run_1/clk_routes.png
The bar under the picture is 20 um long.
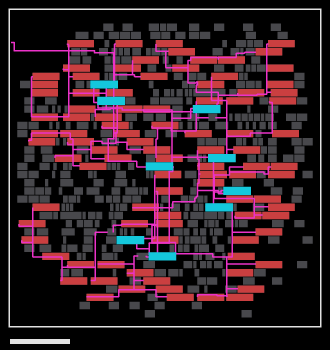
run_1/wires.png
The bar under the picture is 20 um long. Two of the layers only.
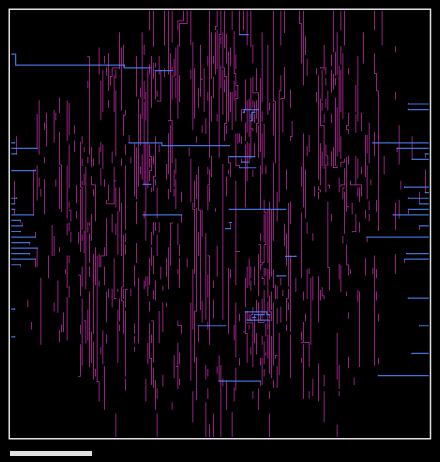
run_1/placement_by_type.png
Fill, decap, tap and diode cells in gray.
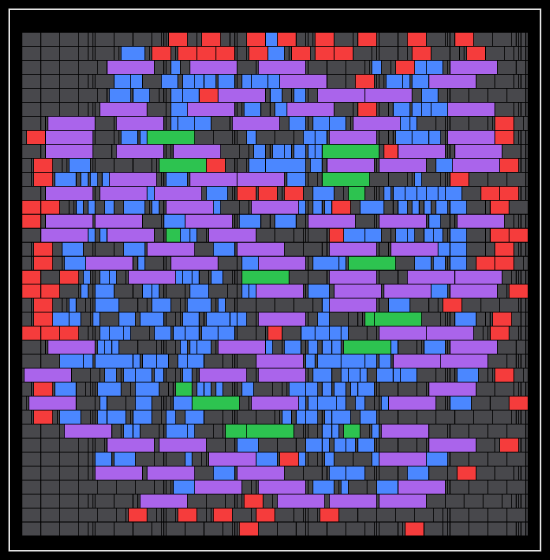
File: src/rtl/gmii_rx_frame_monitor.sv
// GMII receive frame monitor: delimits frames on rx_dv and reports
// per-frame length, first octet, sum, error/oversize and counters.
module gmii_rx_frame_monitor #(
  parameter int OCTET_WIDTH = 8,
  parameter int LEN_WIDTH   = 12,
  parameter int CNT_WIDTH   = 16,
  parameter int MAX_LEN     = 1518
) (
  input  logic                   clk,
  input  logic                   mr_main_reset,
  input  logic [OCTET_WIDTH-1:0] rxd,
  input  logic                   rx_dv,
  input  logic                   rx_er,
  output logic                   frame_done,
  output logic [LEN_WIDTH-1:0]   frame_len,
  output logic [OCTET_WIDTH-1:0] first_octet,
  output logic [OCTET_WIDTH-1:0] frame_sum,
  output logic                   frame_err,
  output logic                   frame_ovf,
  output logic [CNT_WIDTH-1:0]   frame_count,
  output logic [CNT_WIDTH-1:0]   err_count,
  output logic                   false_carrier
);

  typedef enum logic {
    IDLE,
    IN_FRAME
  } state_t;

  localparam logic [LEN_WIDTH-1:0] LEN_MAX = '1;
  localparam logic [CNT_WIDTH-1:0] CNT_MAX = '1;
  localparam logic [LEN_WIDTH-1:0] OVF_LIM = LEN_WIDTH'(MAX_LEN);
  localparam logic [OCTET_WIDTH-1:0] FC_CODE = OCTET_WIDTH'(8'h0E);

  state_t                 state_q, state_d;
  logic [LEN_WIDTH-1:0]   acc_len_q, acc_len_d;
  logic [OCTET_WIDTH-1:0] acc_sum_q, acc_sum_d;
  logic [OCTET_WIDTH-1:0] acc_first_q, acc_first_d;
  logic                   acc_err_q, acc_err_d;
  logic                   done_q, done_d;
  logic [LEN_WIDTH-1:0]   len_q, len_d;
  logic [OCTET_WIDTH-1:0] first_q, first_d;
  logic [OCTET_WIDTH-1:0] sum_q, sum_d;
  logic                   err_q, err_d;
  logic                   ovf_q, ovf_d;
  logic [CNT_WIDTH-1:0]   fcnt_q, fcnt_d;
  logic [CNT_WIDTH-1:0]   ecnt_q, ecnt_d;
  logic                   fc_q, fc_d;
  logic                   ovf_now;

  // State, accumulators and result registers
  always_ff @(posedge clk or posedge mr_main_reset) begin
    if (mr_main_reset) begin
      state_q     <= IDLE;
      acc_len_q   <= '0;
      acc_sum_q   <= '0;
      acc_first_q <= '0;
      acc_err_q   <= 1'b0;
      done_q      <= 1'b0;
      len_q       <= '0;
      first_q     <= '0;
      sum_q       <= '0;
      err_q       <= 1'b0;
      ovf_q       <= 1'b0;
      fcnt_q      <= '0;
      ecnt_q      <= '0;
      fc_q        <= 1'b0;
    end else begin
      state_q     <= state_d;
      acc_len_q   <= acc_len_d;
      acc_sum_q   <= acc_sum_d;
      acc_first_q <= acc_first_d;
      acc_err_q   <= acc_err_d;
      done_q      <= done_d;
      len_q       <= len_d;
      first_q     <= first_d;
      sum_q       <= sum_d;
      err_q       <= err_d;
      ovf_q       <= ovf_d;
      fcnt_q      <= fcnt_d;
      ecnt_q      <= ecnt_d;
      fc_q        <= fc_d;
    end
  end

  assign ovf_now = (acc_len_q > OVF_LIM);

  // Next-state: frame delimiting, accumulation and result capture
  always_comb begin
    state_d     = state_q;
    acc_len_d   = acc_len_q;
    acc_sum_d   = acc_sum_q;
    acc_first_d = acc_first_q;
    acc_err_d   = acc_err_q;
    done_d      = 1'b0;
    len_d       = len_q;
    first_d     = first_q;
    sum_d       = sum_q;
    err_d       = err_q;
    ovf_d       = ovf_q;
    fcnt_d      = fcnt_q;
    ecnt_d      = ecnt_q;
    fc_d        = 1'b0;
    unique case (state_q)
      IDLE: begin
        if (rx_dv) begin
          state_d     = IN_FRAME;
          acc_len_d   = LEN_WIDTH'(1);
          acc_sum_d   = rxd;
          acc_first_d = rxd;
          acc_err_d   = rx_er;
        end else if (rx_er && (rxd == FC_CODE)) begin
          fc_d = 1'b1;
        end
      end
      IN_FRAME: begin
        if (rx_dv) begin
          if (acc_len_q != LEN_MAX) begin
            acc_len_d = acc_len_q + LEN_WIDTH'(1);
          end
          acc_sum_d = acc_sum_q + rxd;
          acc_err_d = acc_err_q | rx_er;
        end else begin
          state_d = IDLE;
          done_d  = 1'b1;
          len_d   = acc_len_q;
          first_d = acc_first_q;
          sum_d   = acc_sum_q;
          err_d   = acc_err_q;
          ovf_d   = ovf_now;
          if (fcnt_q != CNT_MAX) begin
            fcnt_d = fcnt_q + CNT_WIDTH'(1);
          end
          if ((acc_err_q || ovf_now) && (ecnt_q != CNT_MAX)) begin
            ecnt_d = ecnt_q + CNT_WIDTH'(1);
          end
        end
      end
      default: state_d = IDLE;
    endcase
  end

  assign frame_done    = done_q;
  assign frame_len     = len_q;
  assign first_octet   = first_q;
  assign frame_sum     = sum_q;
  assign frame_err     = err_q;
  assign frame_ovf     = ovf_q;
  assign frame_count   = fcnt_q;
  assign err_count     = ecnt_q;
  assign false_carrier = fc_q;

endmodule

File: config.mk
export PLATFORM = sky130hd
export DESIGN_NAME = gmii_rx_frame_monitor
export DESIGN_NICKNAME = d
export VERILOG_FILES = /design/src/rtl/gmii_rx_frame_monitor.sv
export SDC_FILE = /design/constraint.sdc
export NUM_CORES = 1
export LEC_CHECK = 0
export ABC_CLOCK_PERIOD_IN_PS = 8150
export CORE_AREA = 2 2 101 103
export CTS_BUF_LIST = sky130_fd_sc_hd__clkbuf_16
export CTS_CLUSTER_DIAMETER = 100
export DETAILED_ROUTE_END_ITERATION = 10
export DIE_AREA = 0 0 103 105
export MAX_ROUTING_LAYER = met4
export PLACE_DENSITY = 0.69
export SETUP_SLACK_MARGIN = 0.05
export SYNTH_ARGS = -nofsm -noshare
export SYNTH_HDL_FRONTEND = slang
export SYNTH_SLANG_ARGS = --single-unit
File: constraint.sdc
create_clock -name clk -period 8.15 [get_ports clk]
set_input_delay 1.63 -clock clk [delete_from_list [all_inputs] [get_ports clk]]
set_output_delay 1.63 -clock clk [all_outputs]
set_load 0.005 [all_outputs]
==> ds_physical_params.txt, run 1 <==
Table: implementation figures

Parameter                              Value

Run status
  Outcome .................. finished, final reports clean

Setup path
  Top delay family on crit path .................. buffers and inverters
  Crit Reg-Reg Endpoint .................. err_count[1]$_DFFE_PP0P_
  Slowest library cell on the worst path .................. clkdlybuf4s50_1
  Ordered list of cells on the worst path .................. clkdlybuf4s50_1 -> nor2b_4 -> buf_4 -> o311a_4 -> mux2_2

Pwr
  Part of the total power dissipated in sequential elements .................. 0.453
  Main power-consuming group .................. sequential cells
  Maximum VDD drop .................. 0.000116 V
  Reported net switching power .................. ~0.38 mW

Global routing
  Global router's overall resource usage .................. 0.181

Logic synthesis
  Most common cell in the netlist .................. dfrtp_1
  Main logic family .................. simple AND/OR/NAND/NOR gates
  Area leader, netlist .................. dfrtp_1
  Synth async-reset ratio .................. 1.00
  Syn avg cell area .................. 11.5 sq um
  Synth Warn # .................. 0
  Adder Share, Synth .................. 0.0365

STA
  Number of failing hold endpoints at the final stage .................. 0
  Final clock skew .................. between 7 and 8 ps
  Relative slew slack .................. 0.363
  Worst setup margin .................. about 4300 ps

Floorplanning
  Overall die width .................. 103 um
  Top-level port count .................. 76
  DIE HEIGHT .................. 105 um

Final layout
  Final design instance area without fill .................. roughly 5500 sq um
  Post-route core utilization .................. 0.572
  Ant. Diodes .................. 0
  Count of non-filler cells in the finished layout .................. 591
  Area growth from synthesis to final layout .................. 27.7%

Place
  Global placement routability congestion .................. 0.831

Route
  Average detailed-routed wire length per instance .................. 14.7 um
  Via count .................. 3063

Run
  Number of max-cap violations .................. 0

Clock tree
  Resize count post-CTS .................. 0
  Worst-case clock buffer depth .................. 2
Back to the opening pictures, clk_routes.png:
clock wires -> magenta  # length 1140 um
flip-flops -> red  # count 94
clock drivers -> cyan  # count 9
flops lie = all over the die

Back to the opening pictures, wires.png:
metal 2 -> magenta  # wire length 4170 um
metal 3 -> blue  # wire length 322 um

Back to the opening pictures, placement_by_type.png:
other buffers and delay cells -> red  # cells 78, share of their area 14%
flops -> purple  # cells 94, share of their area 44%
combinational and other logic -> blue  # cells 270, share of their area 36%
clock drivers and dummy loads -> green  # cells 16, share of their area 5.7%

## run 1: cell type report
| cell class | instances | area [sq um] | share of cell area |
|---|---|---|---|
| timing repair buffer | 78 | 773 | 0.140 |
| sequential | 94 | 2350 | 0.427 |
| clock buffer | 9 | 225 | 0.0408 |
| clock inverter | 7 | 80.1 | 0.0145 |
| inverter | 7 | 27.5 | 0.00499 |
| tap | 133 | 166 | 0.0302 |
| multi-input combinational | 263 | 1890 | 0.343 |
## run 1: flip-flops by register name, summed over array words and instances, names as in the netlist, 8 cells and up
| signal | flops |
|---|---|
| frame_len | 12 |
| acc_len_q | 12 |
| acc_sum_q | 8 |
| frame_sum | 8 |
| err_count | 16 |
| acc_first_q | 8 |
| frame_count | 16 |
| first_octet | 8 |
## run 1: metal layers
layer / track usage / share of wire
met2: 0.271 / 0.48
met1: 0.244 / 0.46
met4: 0.0630 / 0.019
met5: - / 0
met3: 0.0361 / 0.037
## run 1: worst min-delay path by stage
stage / startpoint / to / slack [ps]
3_3_place_gp: acc_first_q[3]$_DFFE_PP0P_ / acc_first_q[3]$_DFFE_PP0P_ / 460
6_report: acc_first_q[5]$_DFFE_PP0P_ / acc_first_q[5]$_DFFE_PP0P_ / 480
2_1_floorplan: acc_first_q[0]$_DFFE_PP0P_ / acc_first_q[0]$_DFFE_PP0P_ / 440
4_1_cts: acc_first_q[5]$_DFFE_PP0P_ / acc_first_q[5]$_DFFE_PP0P_ / 490
5_1_grt: acc_first_q[7]$_DFFE_PP0P_ / acc_first_q[7]$_DFFE_PP0P_ / 510
3_5_place_dp: acc_first_q[6]$_DFFE_PP0P_ / acc_first_q[6]$_DFFE_PP0P_ / 470
## run 1: worst register-to-register path: cells and delay by family, from the launching register on
family          cells  cell delay (ps)
flops               1              740
buf+inv             1              430
compound gates      1              380
mux                 1              350
simple gates        1              330
==> run 1 -> run 2 <==
--- a/config.mk
+++ b/config.mk
@@ -5,14 +5,14 @@
 export SDC_FILE = /design/constraint.sdc
 export NUM_CORES = 1
 export LEC_CHECK = 0
-export ABC_CLOCK_PERIOD_IN_PS = 8150
+export ABC_CLOCK_PERIOD_IN_PS = 3500
 export CORE_AREA = 2 2 101 103
 export CTS_BUF_LIST = sky130_fd_sc_hd__clkbuf_16
 export CTS_CLUSTER_DIAMETER = 100
 export DETAILED_ROUTE_END_ITERATION = 10
 export DIE_AREA = 0 0 103 105
 export MAX_ROUTING_LAYER = met4
-export PLACE_DENSITY = 0.69
+export PLACE_DENSITY = 0.72
 export SETUP_SLACK_MARGIN = 0.05
 export SYNTH_ARGS = -nofsm -noshare
 export SYNTH_HDL_FRONTEND = slang
==> constraint.sdc (replaced) <==
create_clock -name clk -period 3.5 [get_ports clk]
set_input_delay 0.7 -clock clk [delete_from_list [all_inputs] [get_ports clk]]
set_output_delay 0.7 -clock clk [all_outputs]
set_load 0.005 [all_outputs]
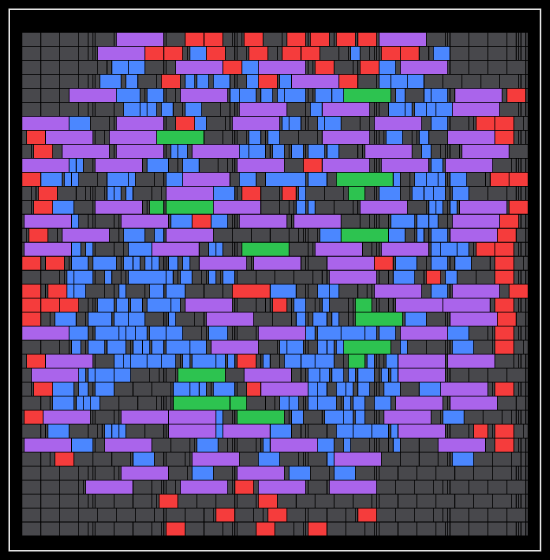
run_2/placement_by_type.png
Fill, decap, tap and diode cells in gray.
number of placement rows: 36
fraction of area in registers: 0.422
post-route core utilization: 0.578
core box area: 9640 sq um

==> run 2 against run 1 <==
  * Synthesized area unchanged
  * Largest power group unchanged
  * Clock skew decreased by 1.9 ps
  * Global-route usage decreased by 0.29 points
  * First-iteration DRC count is 1.0% lower
  * Hold slack got worse by 2.2 ps
  * Combinational power up 140%
  * Non-clock buffer count rose by 3
  * Clock power rose by 150%
  * Synthesized cell count unchanged
  * Flip-flop count unchanged
  * Power rose by 140%
==> ds_physical_params.txt, run 2 <==
Table: implementation figures

Parameter                              Value

Final layout
  Multi-input gate share of total cell area .................. 0.339 (was 0.343)
  Ant. Diodes .................. 0 (unchanged)
  Non-CTS buffers .................. 81 (was 78)
  Inverters .................. 7 (unchanged)
  Area share of buffers outside the clock network .................. 0.145 (was 0.140)
  Combinational gate area .................. 1890 sq um (unchanged)
  Area-dominant class .................. registers (unchanged)
  Flop count .................. 94 (unchanged)
  Tally of clock buffers in the finished layout .................. 9 (unchanged)

Logic synthesis
  Area leader, netlist .................. dfrtp_1 (unchanged)
  Synth async-reset ratio .................. 1.00 (unchanged)
  Share of synthesized area occupied by flip-flops and latches .................. 0.545 (unchanged)
  Net Count, Synth .................. 401 (unchanged)
  Syn avg cell area .................. 11.5 sq um (unchanged)
  Synth Warn # .................. 0 (unchanged)
  Most common cell in the netlist .................. dfrtp_1 (unchanged)

STA
  Relative slew slack .................. 0.446 (was 0.363)
  Number of failing hold endpoints at the final stage .................. 0 (unchanged)

Pwr
  Reported net switching power .................. 0.864 mW (was 0.376 mW)
  Part of the total power dissipated in sequential elements .................. 0.443 (was 0.453)
  Main power-consuming group .................. sequential cells (unchanged)
  Maximum VDD drop .................. 0.000290 V (was 0.000116 V)
  Internal power .................. 2.34 mW (was 0.972 mW)

Route
  Average detailed-routed wire length per instance .................. 14.7 um (about the same)
  Via count .................. 3097 (was 3063)

Floorplanning
  DIE HEIGHT .................. 105 um (unchanged)
  Overall die width .................. 103 um (unchanged)
  Top-level port count .................. 76 (unchanged)
  Number of tap cells inserted .................. 133 (unchanged)

Clock tree
  Worst-case clock buffer depth .................. 2 (unchanged)
  Resize count post-CTS .................. 0 (unchanged)

Run
  Number of max-cap violations .................. 0 (unchanged)

Min path
  Hold EP .................. acc_first_q[7]$_DFFE_PP0P_ (was acc_first_q[5]$_DFFE_PP0P_)

Run status
  Outcome .................. finished, final reports clean (unchanged)
## run 2: cell count changes in the layout (fill, tap and decap cells not counted), sizes merged
cell / change
bufinv: +1
buf: +3
inv: -1
## run 2: layer usage
layer	up-vias	wire length, um	global-route usage
met5	-	0	-
met4	0	129	0.0611
met3	11	304	0.0301
met2	56	4250	0.280
met1	1544	4030	0.232
li1	1486	-	-
## run 2: stage by stage
step                      area, sq um  instances   util  worst slack [ps]  total power, mW
after floorplan                  4320        377      -               351             1.79
after global placement           5240        578  0.544               619             2.14
after detailed placement         5240        578  0.544               547             2.17
after CTS                        5570        594  0.578               918             3.24
after global routing             5570        594  0.578               751             3.38
final                            5570        594  0.578               910             3.20
## run 2: how the worst max path moves through the flow
| stage | startpoint | to | slack [ps] | depth (start not counted) |
|---|---|---|---|---|
| final | rxd[3] | acc_sum_q[7]$_DFFE_PP0P_ | 910 | 8 |
| after global routing | rxd[3] | acc_sum_q[7]$_DFFE_PP0P_ | 750 | 8 |
| after CTS | rxd[3] | acc_sum_q[7]$_DFFE_PP0P_ | 920 | 8 |
| after detailed placement | rxd[3] | acc_sum_q[7]$_DFFE_PP0P_ | 550 | 8 |
| after global placement | rxd[3] | acc_sum_q[7]$_DFFE_PP0P_ | 620 | 8 |
| after floorplan | mr_main_reset | acc_err_q$_DFFE_PP0P_ | 350 | 1 |
## run 2: cells by family after synthesis
family,share of synthesized area
simple gates,0.160
flops,0.545
xor+xnor,0.0852
mux,0.0997
compound gates,0.0545
buf+inv,0.0194
fa+ha+maj,0.0365
## run 2: critical path, stage by stage
cell	delay [ps]
clkdlybuf4s50_1	470
ha_1	380
a21o_1	210
a2111oi_0	390
a21oi_1	170
mux2i_1	180
nor2_1	60
o221a_2	260
No activity file was given, so power comes from the tool's default toggle rates.
